==> src/rtl/alu_hazard_ctrl.sv <==
// -----------------------------------------------------------------------------
// alu_hazard_ctrl
//   Forwarding and hazard controller for the EX-stage ALU of a 5-stage
//   pipeline. Keeps an EX/MEM/WB shadow pipeline of destination-register tags
//   for in-flight instructions. Forwarding decisions are made for the
//   instruction in ID and registered on the ID->EX edge, so the select codes
//   hold steady for that instruction's whole EX cycle. Stall, bubble and flush
//   controls are combinational and apply to the current cycle.
//
// Ports
//   clk, rst          : rising-edge clock, asynchronous active-high reset
//   id_valid          : valid instruction in ID
//   id_rs1, id_rs2    : source register addresses
//   id_uses_rs1/2     : instruction actually reads rs1 / rs2
//   id_use_imm        : ALU operand B is the immediate
//   id_rd             : destination register address
//   id_reg_write      : instruction writes rd
//   id_mem_read       : instruction is a load
//   ex_branch_taken   : branch in EX resolved taken
//   sel_a_ex          : ALU A select (00 regfile, 01 EX/MEM, 10 WB)
//   sel_b_ex          : ALU B select (00 regfile, 01 EX/MEM, 10 WB, 11 imm)
//   stall             : hold PC and IF/ID
//   bubble_ex         : load a NOP into ID/EX
//   flush_if_id       : clear IF/ID
//   flush_id_ex       : clear ID/EX
// -----------------------------------------------------------------------------
module alu_hazard_ctrl #(
  parameter int unsigned REG_AW   = 5,
  parameter int unsigned ZERO_REG = 0
) (
  input  logic              clk,
  input  logic              rst,
  input  logic              id_valid,
  input  logic [REG_AW-1:0] id_rs1,
  input  logic [REG_AW-1:0] id_rs2,
  input  logic              id_uses_rs1,
  input  logic              id_uses_rs2,
  input  logic              id_use_imm,
  input  logic [REG_AW-1:0] id_rd,
  input  logic              id_reg_write,
  input  logic              id_mem_read,
  input  logic              ex_branch_taken,
  output logic [1:0]        sel_a_ex,
  output logic [1:0]        sel_b_ex,
  output logic              stall,
  output logic              bubble_ex,
  output logic              flush_if_id,
  output logic              flush_id_ex
);

  localparam logic [REG_AW-1:0] ZERO_ADDR = REG_AW'(ZERO_REG);

  typedef struct packed {
    logic              valid;
    logic [REG_AW-1:0] rd;
    logic              reg_write;
    logic              mem_read;
  } tag_t;

  typedef enum logic [1:0] {
    SEL_RF    = 2'b00,
    SEL_EXMEM = 2'b01,
    SEL_WB    = 2'b10,
    SEL_IMM   = 2'b11
  } sel_t;

  tag_t ex_t, mem_t, wb_t;
  tag_t ex_next;

  logic ex_m1, ex_m2, mem_m1, mem_m2;
  logic load_use, flush, hold, issue;
  sel_t fwd_a, fwd_b;

  // A producer tag can only feed a source that is really read and is not the
  // hard-wired zero register.
  function automatic logic tag_match(input tag_t t, input logic [REG_AW-1:0] rs,
                                     input logic uses);
    return t.valid && t.reg_write && (t.rd == rs) && (rs != ZERO_ADDR) && uses;
  endfunction

  always_comb begin
    ex_m1  = tag_match(ex_t,  id_rs1, id_uses_rs1);
    ex_m2  = tag_match(ex_t,  id_rs2, id_uses_rs2);
    mem_m1 = tag_match(mem_t, id_rs1, id_uses_rs1);
    mem_m2 = tag_match(mem_t, id_rs2, id_uses_rs2);
  end

  // Forward selection; the EX-stage producer is the most recent writer and
  // wins over the MEM-stage one.
  always_comb begin
    fwd_a = SEL_RF;
    if (ex_m1)       fwd_a = SEL_EXMEM;
    else if (mem_m1) fwd_a = SEL_WB;

    fwd_b = SEL_RF;
    if (id_use_imm)  fwd_b = SEL_IMM;
    else if (ex_m2)  fwd_b = SEL_EXMEM;
    else if (mem_m2) fwd_b = SEL_WB;
  end

  // Hazard and flush controls. A taken branch kills the ID instruction, so a
  // load-use hazard seen at the same time is irrelevant and must not stall.
  always_comb begin
    load_use = id_valid && ex_t.mem_read && (ex_m1 || (ex_m2 && !id_use_imm));
    flush    = ex_branch_taken && !rst;
    hold     = load_use && !flush && !rst;
    issue    = id_valid && !hold && !flush;

    ex_next = '0;
    if (issue) begin
      ex_next.valid     = 1'b1;
      ex_next.rd        = id_rd;
      ex_next.reg_write = id_reg_write;
      ex_next.mem_read  = id_mem_read;
    end
  end

  assign stall       = hold;
  assign bubble_ex   = hold;
  assign flush_if_id = flush;
  assign flush_id_ex = flush;

  always_ff @(posedge clk or posedge rst) begin
    if (rst) begin
      ex_t     <= '0;
      mem_t    <= '0;
      wb_t     <= '0;
      sel_a_ex <= SEL_RF;
      sel_b_ex <= SEL_RF;
    end else begin
      wb_t  <= mem_t;
      mem_t <= ex_t;
      ex_t  <= ex_next;
      if (issue) begin
        sel_a_ex <= fwd_a;
        sel_b_ex <= fwd_b;
      end else begin
        sel_a_ex <= SEL_RF;
        sel_b_ex <= SEL_RF;
      end
    end
  end

  // The WB tag exists only for debug visibility: the register file writes in
  // the first half-cycle and reads in the second, so it never forwards.
  logic wb_tag_unused;
  assign wb_tag_unused = ^wb_t;

endmodule
==> config.mk <==
export PLATFORM = sky130hd
export DESIGN_NAME = alu_hazard_ctrl
export DESIGN_NICKNAME = d
export VERILOG_FILES = /design/src/rtl/alu_hazard_ctrl.sv
export SDC_FILE = /design/constraint.sdc
export NUM_CORES = 1
export LEC_CHECK = 0
export CAP_MARGIN = 25
export CORE_AREA = 2 2 43 61
export CTS_CLUSTER_DIAMETER = 150
export DETAILED_ROUTE_END_ITERATION = 7
export DIE_AREA = 0 0 45 63
export GPL_TIMING_DRIVEN = 0
export PLACE_DENSITY_LB_ADDON = 0.3
export RECOVER_POWER = 50
export SYNTH_ARGS = -nofsm -noshare
export SYNTH_HDL_FRONTEND = slang
export SYNTH_SLANG_ARGS = --single-unit
==> constraint.sdc <==
create_clock -name clk -period 3.15 [get_ports clk]
set_clock_uncertainty 0.2 [all_clocks]
set_input_delay 0.63 -clock clk [delete_from_list [all_inputs] [get_ports clk]]
set_output_delay 0.63 -clock clk [all_outputs]
set_load 0.01 [all_outputs]
==> impl_metrics.csv, run 1 <==
group,metric,value,unit
die,io_pins,32,
synth,synth_cell_types,27,
place,place_worst_setup_slack,-809,ps
setup_path,end_kind,"primary output",
clocking,hold_buffers,0,
detailed_routing,drtIter0Drc,15,
clocking,cts.sinks,19,
final_timing,max_freq,322,MHz
final_timing,drv_slew,0,
global_route,grt_first_pass_wirelength,3590,um
min_path,hold_class,"register to register",
synth,ys_warn_count,0,
setup_path,startpoint,"id_rs2[2]",
clocking,cts-root-buf,"clkbuf_4",
synth,syn_area_per_cell,10.4,um2
detailed_routing,first_pass_iters,4,
final_timing,fin_hold_ws,206,ps
synth,yosysChipArea,987,um2
synth,postSynthCellCount,95,
setup_path,cp_slowest_cell,"or4_4",
final_timing,hold_violations,0,
clocking,path_clk_slew,110,ps
die,std_cell_rows,21,
setup_path,r2r_end,"sel_a_ex[1]$_DFF_PP0_",
detailed_routing,route.detailed.drc,0,
place,place_inst,149,
setup_path,cp_num_buf_inv,2,
min_path,hold_start,"ex_t[1]$_DFF_PP0_",
power,p_per_area,339,nW/um2
clocking,cts_tree,"done",
final_timing,period_minus_slack,3100,ps
synth,async_reset_ff_frac,1.00,
finish,final-seq-area,475,um2
setup_path,crit_family,"simple AND/OR/NAND/NOR gates",
final_timing,setup_tns,0,ps
detailed_routing,finalWirelength,2090,um
finish,synthToLayoutAreaGrowth,44.4,%
power,leakagePower,0.000595,uW
die,die_h,63,um
global_route,grt_pass1_vias,857,
global_route,antenna_found_initial,0,
final_timing,period_used_share,0.985,
place,dp_hpwl,1670,um
outcome,outcome,"completed",
setup_path,crit_type,"input port to primary output",
setup_path,worstReg2RegStart,"ex_t[2]$_DFF_PP0_",
power,peakVddDrop,0.266,mV
clocking,clk_latency,290,ps
finish,drive_above_1_share,0.167,
detailed_routing,via_per_inst,5.26,
finish,finalNetCount,157,
setup_path,start_kind,"input port",
finish,comb_area,549,um2
detailed_routing,routedWlPerCell,13.5,um
global_route,grt.overflow.total,0,
synth,synth-seq-cells,19,
final_timing,tightest_slew,867,ps
die,initCoreUtil,0.427,
finish,antenna_cells,0,
setup_path,r2r_slack,1100,ps
setup_path,path_cells,"clkdlybuf4s15_2 > or4_4 > o2111ai_4 > nor4_4 > or2_4 > dlygate4sd2_1",
finish,final_cells,155,
place,portBuffers,31,
detailed_routing,drtAntennaViolNets,0,
synth,syn_area,987,um2
die,dieArea,2840,um2
run,tool_warnings,26,
setup_path,cp_slowest_stage_delay,570,ps
final_timing,rsz0062_at_grt,"no",
setup_path,worst_ep_arrival_time,2270,ps
detailed_routing,via_count,816,
final_timing,max-slew-margin-rel,0.417,
clocking,h-tree-depth,1,
global_route,grt_max_degree,20,
synth,ys_seq_share,0.482,
## run 1: cell usage in the layout, fill, tap and decap left out, types with 2 or more instances in the layout
| master | count |
|---|---|
| xor2_1 | 3 |
| inv_1 | 2 |
| nor3_1 | 9 |
| nor4_2 | 2 |
| clkbuf_1 | 2 |
| dlygate4sd2_1 | 6 |
| nand3_1 | 8 |
| buf_4 | 4 |
| dfrtp_1 | 19 |
| clkbuf_4 | 3 |
| nand2_1 | 10 |
| clkdlybuf4s15_2 | 3 |
| xnor2_1 | 16 |
| or4_4 | 3 |
| nor2_1 | 4 |
| clkdlybuf4s50_1 | 20 |
## run 1: cells by family after synthesis
logic type                after synthesis  share of synthesized area
and+or+nand+nor                        47                      0.278
xor gates and xnor gates               20                      0.177
DFF                                    19                      0.482
buffers and inverters                   5                     0.0266
AOI/OAI and AO/OA                       4                     0.0368
## run 1: where the power goes
| part | leakage [uW] | switching [uW] | internal (uW) |
|---|---|---|---|
| clock network | 0.0000150 | 72.1 | 49.2 |
| registers | 0.000250 | 9.34 | 255 |
| logic | 0.000330 | 43.2 | 54.7 |
## run 1: stage by stage
stage,utilization,total power [uW]
3_3_place_gp,0.574,361
3_5_place_dp,0.574,363
6_report,0.616,484
5_1_grt,0.616,507
2_1_floorplan,-,312
4_1_cts,0.606,489
## run 1: flip-flops by register name (all words and copies together), names as in the netlist
name      cells
sel_b_ex      2
sel_a_ex      2
mem_t         7
ex_t          8
## run 1: cell usage after synthesis, drive strengths merged (2+ instances only)
| master | n | share of area |
|---|---|---|
| buf | 2 | 0.015 |
| dfrtp | 19 | 0.48 |
| inv | 2 | 0.0076 |
| nand2 | 10 | 0.038 |
| nand3 | 8 | 0.041 |
| nor2 | 5 | 0.019 |
| nor3 | 9 | 0.046 |
| nor4 | 4 | 0.047 |
| or4 | 3 | 0.027 |
| xnor2 | 17 | 0.15 |
| xor2 | 3 | 0.027 |
## run 1: what timing repair did
action,4_1_cts,5_1_grt
setup endpoints to repair,2,2
buffers inserted,1,1
gates resized,28,3
pin swaps,6,2
## run 1: layer usage
layer / up-vias / GRT usage / part of all wire
li1: 410 / - / -
met1: 378 / 0.196 / 0.40
met2: 24 / 0.288 / 0.53
met3: 4 / 0.0347 / 0.055
met4: 0 / 0.0772 / 0.017
met5: - / 0 / 0
## run 1: area by class of cell
type / instances / share of cell area
Buffer: 3 / 0.0132
Clock buffer: 4 / 0.0184
Inverter: 2 / 0.00527
Multi-Input combinational cell: 71 / 0.385
Sequential cell: 19 / 0.334
Tap cell: 23 / 0.0202
Timing Repair Buffer: 33 / 0.224
## run 1: how the worst max path moves through the flow
stage	endpoint	slack, ps	depth (start not counted)
floorplan	stall	270	5
global placement	stall	-820	7
detailed placement	stall	-810	7
CTS	bubble_ex	10	6
global route	bubble_ex	8	6
finish	bubble_ex	50	6
==> run_1/clocks.png <==
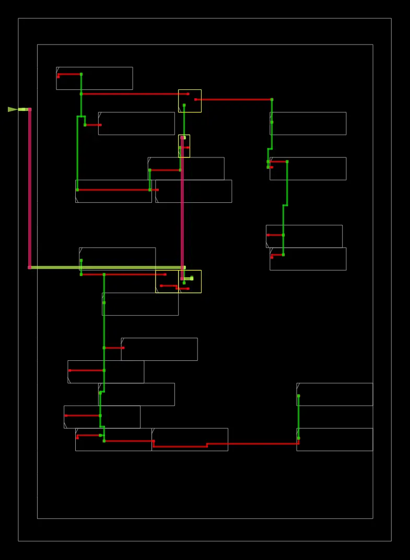
Num CTS Buffers: 3
flip-flops: 19

==> run_1/flops_by_reg.png <==
The bar under the picture is 10 um long.
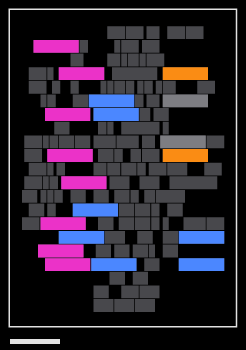
legend:
  `mem_t`:
    colour: blue
    flops: 7
  `ex_t`:
    colour: magenta
    flops: 8
  `sel_a_ex`:
    colour: orange
    flops: 2

==> run_1/clk_routes.png <==
The bar under the picture is 10 um long.
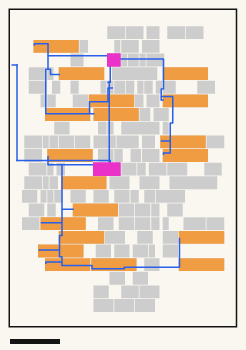
legend:
  clock wires:
    colour: blue
    length: 233 um
  flip-flops:
    colour: orange
    count: 19
  clock drivers:
    colour: magenta
    count: 3
routed clock nets: 4

==> run_1/detail.png <==
Region (15, 1) to (45, 31) um. Cells in grey, sequential cells in the stronger grey; small squares are vias.
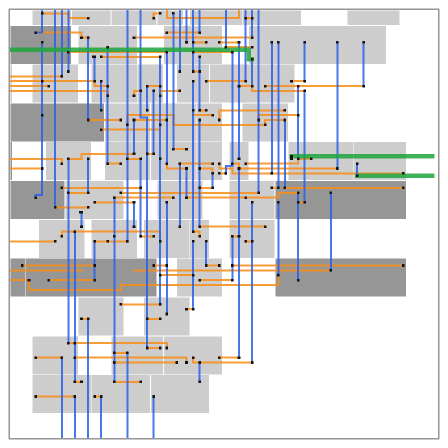

==> inputs of run 2 (changes only) <==
REMOVE_ABC_BUFFERS = 1   (was not set)
==> run_2/detail.png <==
Region (15, 1) to (45, 31) um. Cells in grey, sequential cells in the stronger grey; small squares are vias.
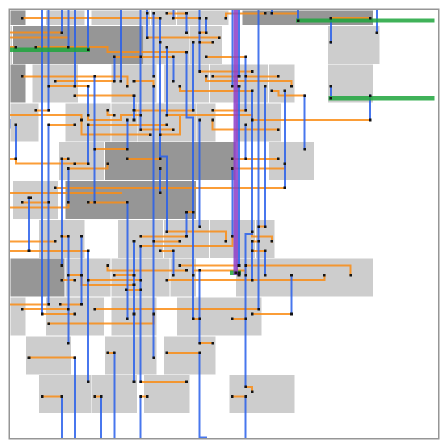
legend:
  metal 3:
    colour: green
  metal 4:
    colour: purple
  metal 1:
    colour: orange
  metal 2:
    colour: blue
most frequent: xnor2_1 (14), dlygate4sd2_1 (4)
cells with their middle in the window: 40
sequential cells in the window: 3
netlist names of flops here include: `mem_t` (3)

==> run_2/flops_by_reg.png <==
The bar under the picture is 10 um long.
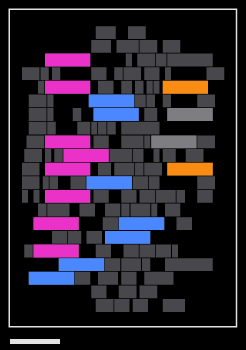
legend:
  `ex_t`:
    colour: magenta
    flops: 8
  `sel_a_ex`:
    colour: orange
    flops: 2
  `mem_t`:
    colour: blue
    flops: 7

==> run_2/sizes.png <==
The bar under the picture is 10 um long.
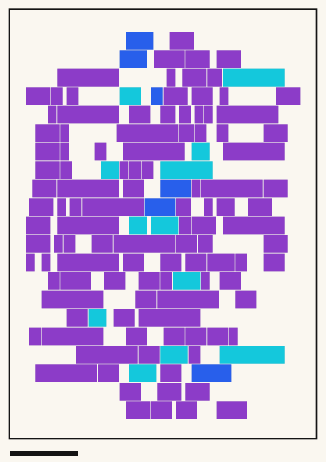
legend:
  _2 cells:
    colour: blue
    cells: 6
  _3 and _4 cells:
    colour: cyan
    cells: 12
  _0 and _1 cells:
    colour: purple
    cells: 110

==> run 2 against run 1 <==
Compared with the run above:
- maximum frequency grew 0.10%
- critical path depth is the same
- worst hold slack gained 16 ps
- critical endpoint unchanged
- synthesized cell count is the same
- worst setup slack gained 3.1 ps
- utilization shrank 0.65 points
- wire length grew 7.8%
- critical path type unchanged
- global-route usage grew 0.56 points
- sequential cell count is the same
- largest cell class unchanged
==> impl_metrics.csv, run 2 <==
group,metric,value,unit
global_route,grt_pass1_vias,874,
setup_path,crit_type,"input port to primary output",
final_timing,tightest_slew,943,ps
detailed_routing,drtIter0Drc,16,
finish,finalNetCount,153,
final_timing,period_minus_slack,3100,ps
clocking,cts.sinks,19,
setup_path,start_kind,"input port",
synth,ys_seq_share,0.482,
final_timing,period_used_share,0.984,
synth,top_area_cell,"dfrtp_1",
synth,adder_share,0,
finish,drive_above_1_share,0.141,
synth,xor_area_frac,0.177,
global_route,antenna_found_initial,0,
detailed_routing,finalWirelength,2260,um
synth,yosysChipArea,987,um2
die,std_cell_rows,21,
synth,synth_top_area_share,0.482,
final_timing,max-slew-margin-rel,0.366,
detailed_routing,drtAntennaViolNets,0,
die,die_h,63,um
finish,antenna_cells,0,
detailed_routing,routedWlPerCell,14.9,um
synth,syn_area,987,um2
clocking,path_clk_slew,110,ps
final_timing,drv_slew,0,
synth,synth-simple-area-share,0.278,
clocking,hold_buffers,0,
synth,synth_cell_types,27,
power,leakagePower,0.000591,uW
setup_path,worst_ep_arrival_time,2270,ps
synth,most_common_cell,"dfrtp_1",
finish,lay_top_cells,"20 x clkdlybuf4s50_1, 19 x dfrtp_1, 16 x xnor2_1",
power,p_per_area,344,nW/um2
synth,syn_area_per_cell,10.4,um2
finish,largest-register,"ex_t",
outcome,outcome,"completed",
final_timing,rsz0062_at_grt,"no",
clocking,h-tree-depth,1,
global_route,grt_max_degree,20,
run,tool_warnings,25,
synth,ys_sh_aoi,0.0368,
detailed_routing,via_count,846,
synth,top_cells_by_area,"dfrtp_1 48%, xnor2_1 15%, nor3_1 4.6%",
detailed_routing,first_pass_iters,4,
synth,ys_warn_count,0,
synth,topCombFamilyByArea,"simple AND/OR/NAND/NOR gates",
synth,async_reset_ff_frac,1.00,
clocking,cts_made_buffers,3,
clocking,cts-root-buf,"clkbuf_4",
global_route,grt_first_pass_wirelength,3780,um
finish,largest_reg_flops,8,
final_timing,fin_hold_ws,223,ps
finish,post-route-util,0.610,
synth,common_cells,"19 x dfrtp_1, 17 x xnor2_1, 10 x nand2_1",
setup_path,end_kind,"primary output",
detailed_routing,route.detailed.drc,0,
die,io_pins,32,
## run 2: cell types whose count changed in the layout (fill, tap and decap cells not counted), sizes merged
cell          change
dlygate4sd2       -1
clkinv            +1
buf               -4
dlymetal6s2s      +2
clkbuf            -2
## run 2: repair_timing
item | in CTS | in global routing
buffers inserted | 1 | 0
setup endpoints to repair | 2 | 2
pin swaps | 4 | 4
gates resized | 23 | 4
## run 2: kinds of logic (layout without fill, tap and decap cells)
logic type,count (synthesis),after routing
compound gates,4,4
xor+xnor,20,20
simple gates,47,47
flops,19,19
buf+inv,5,38
## run 2: layout make-up
class                      count  area (um2)  share of cell area
timing repair buffer          32         322               0.228
tap                           23        28.8              0.0204
multi-input combinational     71         549               0.390
inverter                       2        7.51             0.00532
clock buffer                   3        22.5              0.0160
clock inverter                 1        5.00             0.00355
sequential                    19         475               0.337
## run 2: metrics by stage
stage	instance area [um2]	instances
after CTS	1400	151
final	1410	151
after global routing	1410	151
after detailed placement	1310	146
after global placement	1310	146
after floorplan	968	92
## run 2: worst paths after layout
path	start	to	slack, ps	cells past startpoint
worst max-delay path	id_rs2[1]	bubble_ex	50	6
worst min-delay path	ex_t[1]$_DFF_PP0_	mem_t[1]$_DFF_PP0_	220	0
worst max register to register	ex_t[3]$_DFF_PP0_	sel_b_ex[0]$_DFF_PP0_	1080	4
worst min register to register	ex_t[1]$_DFF_PP0_	mem_t[1]$_DFF_PP0_	220	0
max in group asynchronous	rst	mem_t[2]$_DFF_PP0_	1620	2
min in group asynchronous	rst	sel_a_ex[0]$_DFF_PP0_	680	2
## run 2: critical path: stages
cell	delay [ps]
dlygate4sd2_1	270
or4_4	540
o2111ai_4	260
nor4_4	90
or2_4	250
clkdlybuf4s15_2	220
## run 2: metal layers
| metal | GRT usage | vias to the layer above | wire length [um] |
|---|---|---|---|
| met2 | 0.304 | 28 | 1220 |
| met3 | 0.0289 | 6 | 93 |
| met1 | 0.207 | 413 | 883 |
| li1 | - | 399 | - |
| met5 | 0 | - | 0 |
| met4 | 0.0662 | 0 | 55 |
## run 2: report_power, final
group	switching, uW	internal, uW
clock	74.7	47.3
sequential	9.46	255
combinational	44.5	53.4
total	129	356
==> run_2/clocks.png <==
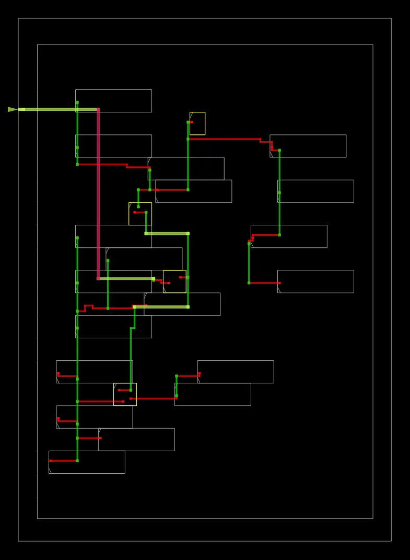

==> inputs of run 3 (changes only) <==
CAP_MARGIN = not set   (was 25)
CORE_AREA = 4 4 45 63   (was 2 2 43 61)
CTS_BUF_LIST = sky130_fd_sc_hd__clkbuf_16   (was not set)
DIE_AREA = 0 0 49 67   (was 0 0 45 63)
==> run_3/clocks.png <==
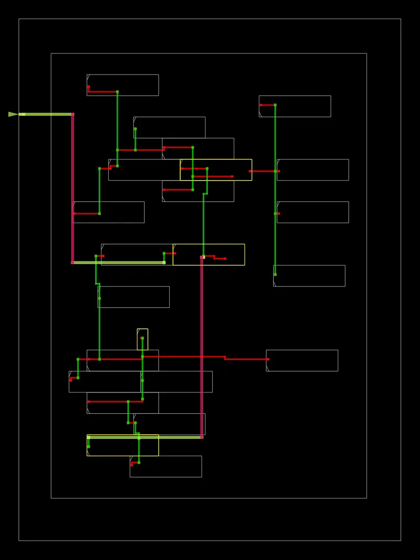
clock tree sinks: 19
clock buffers: 3
clock network power: 256 uW
Insertion Delay late pin: 250 ps

==> run_3/sizes.png <==
The bar under the picture is 10 um long.
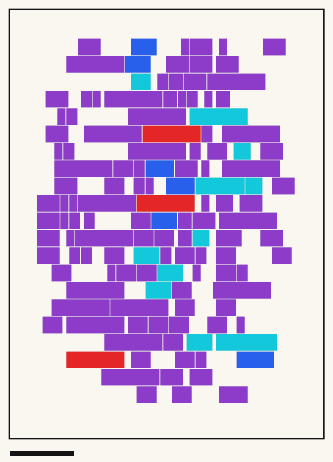
Non-Clock Buffer Count: 34
worst setup slack after layout: 49.2 ps

==> run_3/clk_routes.png <==
The bar under the picture is 10 um long.
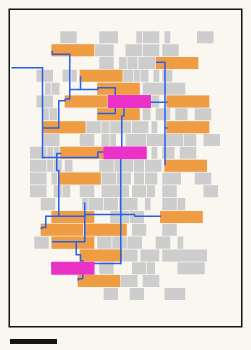
legend:
  clock wires:
    colour: blue
    length: 246 um
  flip-flops:
    colour: orange
    count: 19
  clock drivers:
    colour: magenta
    count: 3
routed clock nets: 4

==> run 3 against run 2 <==
Compared with the run above:
- global-route usage fell by 2.3 points
- synthesized cell count did not move
- sequential power barely moved
- cell count rose by 1.3%
- combinational power rose by 2%
- clock power rose by 110%
- sequential cell count did not move
- maximum frequency barely moved
- largest power group unchanged
- non-clock buffer count rose by 2
- register-to-register slack got worse by 30 ps
- largest cell class unchanged
- first-iteration DRC count fell by 31%
- power rose by 28%
==> impl_metrics.csv, run 3 <==
group,metric,value,unit
place,place_inst,146,
finish,post-route-util,0.636,
run,tool_warnings,25,
clocking,clockBufferDepth,2,
final_timing,max-slew-margin-rel,0.389,
die,dieArea,3280,um2
detailed_routing,first_pass_iters,4,
detailed_routing,wl_met2,1370,um
detailed_routing,route.met3.wl,97,um
synth,most_common_cell,"dfrtp_1",
place,routabilityCongestion,0.829,
synth,ys_cells,95,
synth,xor_area_frac,0.177,
outcome,outcome,"completed",
global_route,grt_first_pass_wirelength,3760,um
global_route,grt_max_degree,20,
clocking,h-tree-depth,1,
setup_path,path_cells,"dlygate4sd2_1 > or4_4 > o2111ai_4 > nor4_4 > or2_4 > clkdlybuf4s15_2",
synth,edf_count,0,
synth,syn_area,987,um2
synth,synth-simple-area-share,0.278,
synth,top_cells_by_area,"dfrtp_1 48%, xnor2_1 15%, nor3_1 4.6%",
clocking,cts_made_buffers,3,
synth,synth_top_area_share,0.482,
setup_path,worst_ep_arrival_time,2270,ps
detailed_routing,via_count,844,
die,initCoreUtil,0.427,
synth,adder_share,0,
detailed_routing,met1Wirelength,816,um
die,fp.dieW,49,um
detailed_routing,finalWirelength,2360,um
detailed_routing,route.detailed.drc,0,
finish,final_area,1470,um2
detailed_routing,via_per_inst,5.52,
detailed_routing,routedWlPerCell,15.4,um
synth,topCombFamilyByArea,"simple AND/OR/NAND/NOR gates",
synth,synth-seq-cells,19,
global_route,antenna_found_initial,0,
finish,largest-register,"ex_t",
place,portBuffers,31,
final_timing,period_minus_slack,3100,ps
finish,top_regs,"ex_t (8), mem_t (7)",
synth,synth_cell_types,27,
synth,async_reset_ff_frac,1.00,
power,leakagePower,0.000607,uW
clocking,path_clk_slew,50,ps
die,die_h,67,um
final_timing,max_freq,322,MHz
die,std_cell_rows,21,
detailed_routing,drtIter0Drc,11,
finish,antenna_cells,0,
finish,drive_above_1_share,0.154,
die,io_pins,32,
place,placed_area,1310,um2
finish,lay_top_cells,"21 x clkdlybuf4s50_1, 19 x dfrtp_1, 16 x xnor2_1",
final_timing,fin_hold_ws,212,ps
power,p_per_area,422,nW/um2
final_timing,period_used_share,0.984,
synth,ys_sh_aoi,0.0368,
synth,ys_seq_share,0.482,
place,dp_hpwl,1870,um
global_route,grt_pass1_vias,870,
finish,largest_reg_flops,8,
setup_path,cp_slowest_cell,"or4_4",
final_timing,tightest_slew,908,ps
detailed_routing,highest_layer,"met4",
detailed_routing,drtAntennaViolNets,0,
setup_path,end_kind,"primary output",
setup_path,crit_type,"input port to primary output",
final_timing,drv_slew,0,
setup_path,cp_slowest_stage_delay,540,ps
final_timing,rsz0062_at_grt,"no",
finish,finalNetCount,155,
setup_path,cp.required,2320,ps
synth,yosysChipArea,987,um2
finish,final_cells,153,
synth,common_cells,"19 x dfrtp_1, 17 x xnor2_1, 10 x nand2_1",
synth,ys_warn_count,0,
setup_path,start_kind,"input port",
synth,syn_area_per_cell,10.4,um2
clocking,cts-root-buf,"clkbuf_16",
clocking,cts_tree,"done",
synth,top_area_cell,"dfrtp_1",
## run 3: layout make-up
class | instances | area, um2
Multi-Input combinational cell | 71 | 549
Inverter | 2 | 7.51
Clock buffer | 3 | 75.1
Timing Repair Buffer | 34 | 332
Sequential cell | 19 | 475
Fill cell | 183 | 841
Clock inverter | 1 | 3.75
Tap cell | 23 | 28.8
## run 3: what timing repair did
item | in CTS | in global routing
endpoints found under the hold margin | 0 | 0
resized | 25 | 2
pin swaps | 5 | 4
gates cloned | 0 | 0
hold buffers | 0 | 0
endpoints found under the setup margin | 2 | 2
buffers inserted | 2 | 1
## run 3: logic make-up (layout without fill, tap and decap cells)
family	after synthesis	in the layout
AND/OR/NAND/NOR	47	47
buffers and inverters	5	40
AND-OR/OR-AND	4	4
XOR/XNOR	20	20
flip-flops	19	19
## run 3: worst max-delay path: cells and delay by family
kind | cells | cell delay (ps)
simple gates | 3 | 890
compound gates | 1 | 250
buf+inv | 2 | 500
## run 3: worst paths after layout
path	from	end	slack, ps	cells after the start
worst max-delay path	id_rs2[1]	bubble_ex	50	6
worst min-delay path	ex_t[7]$_DFF_PP0_	mem_t[7]$_DFF_PP0_	210	0
worst max register to register	ex_t[2]$_DFF_PP0_	sel_a_ex[1]$_DFF_PP0_	1050	5
worst min register to register	ex_t[7]$_DFF_PP0_	mem_t[7]$_DFF_PP0_	210	0
max in group asynchronous	rst	mem_t[2]$_DFF_PP0_	1570	2
min in group asynchronous	rst	sel_a_ex[0]$_DFF_PP0_	730	2
## run 3: layer usage
metal	vias up	GRT usage
met3	8	0.0291
met2	26	0.297
met5	-	0
met1	407	0.144
met4	0	0.0909
li1	403	-
## run 3: per-stage QoR
stage	worst slack, ps	total power, uW
after floorplan	401	311
after global placement	-720	359
after detailed placement	-770	362
after CTS	11.4	625
after global routing	0.227	646
final	49.2	621
## run 3: power breakdown
part,internal [uW],total [uW],switching [uW]
registers,256,266,9.78
logic,55.2,99.5,44.3
clock network,169,256,86.8
total,480,621,141
Power is estimated from default activity; no workload was simulated.
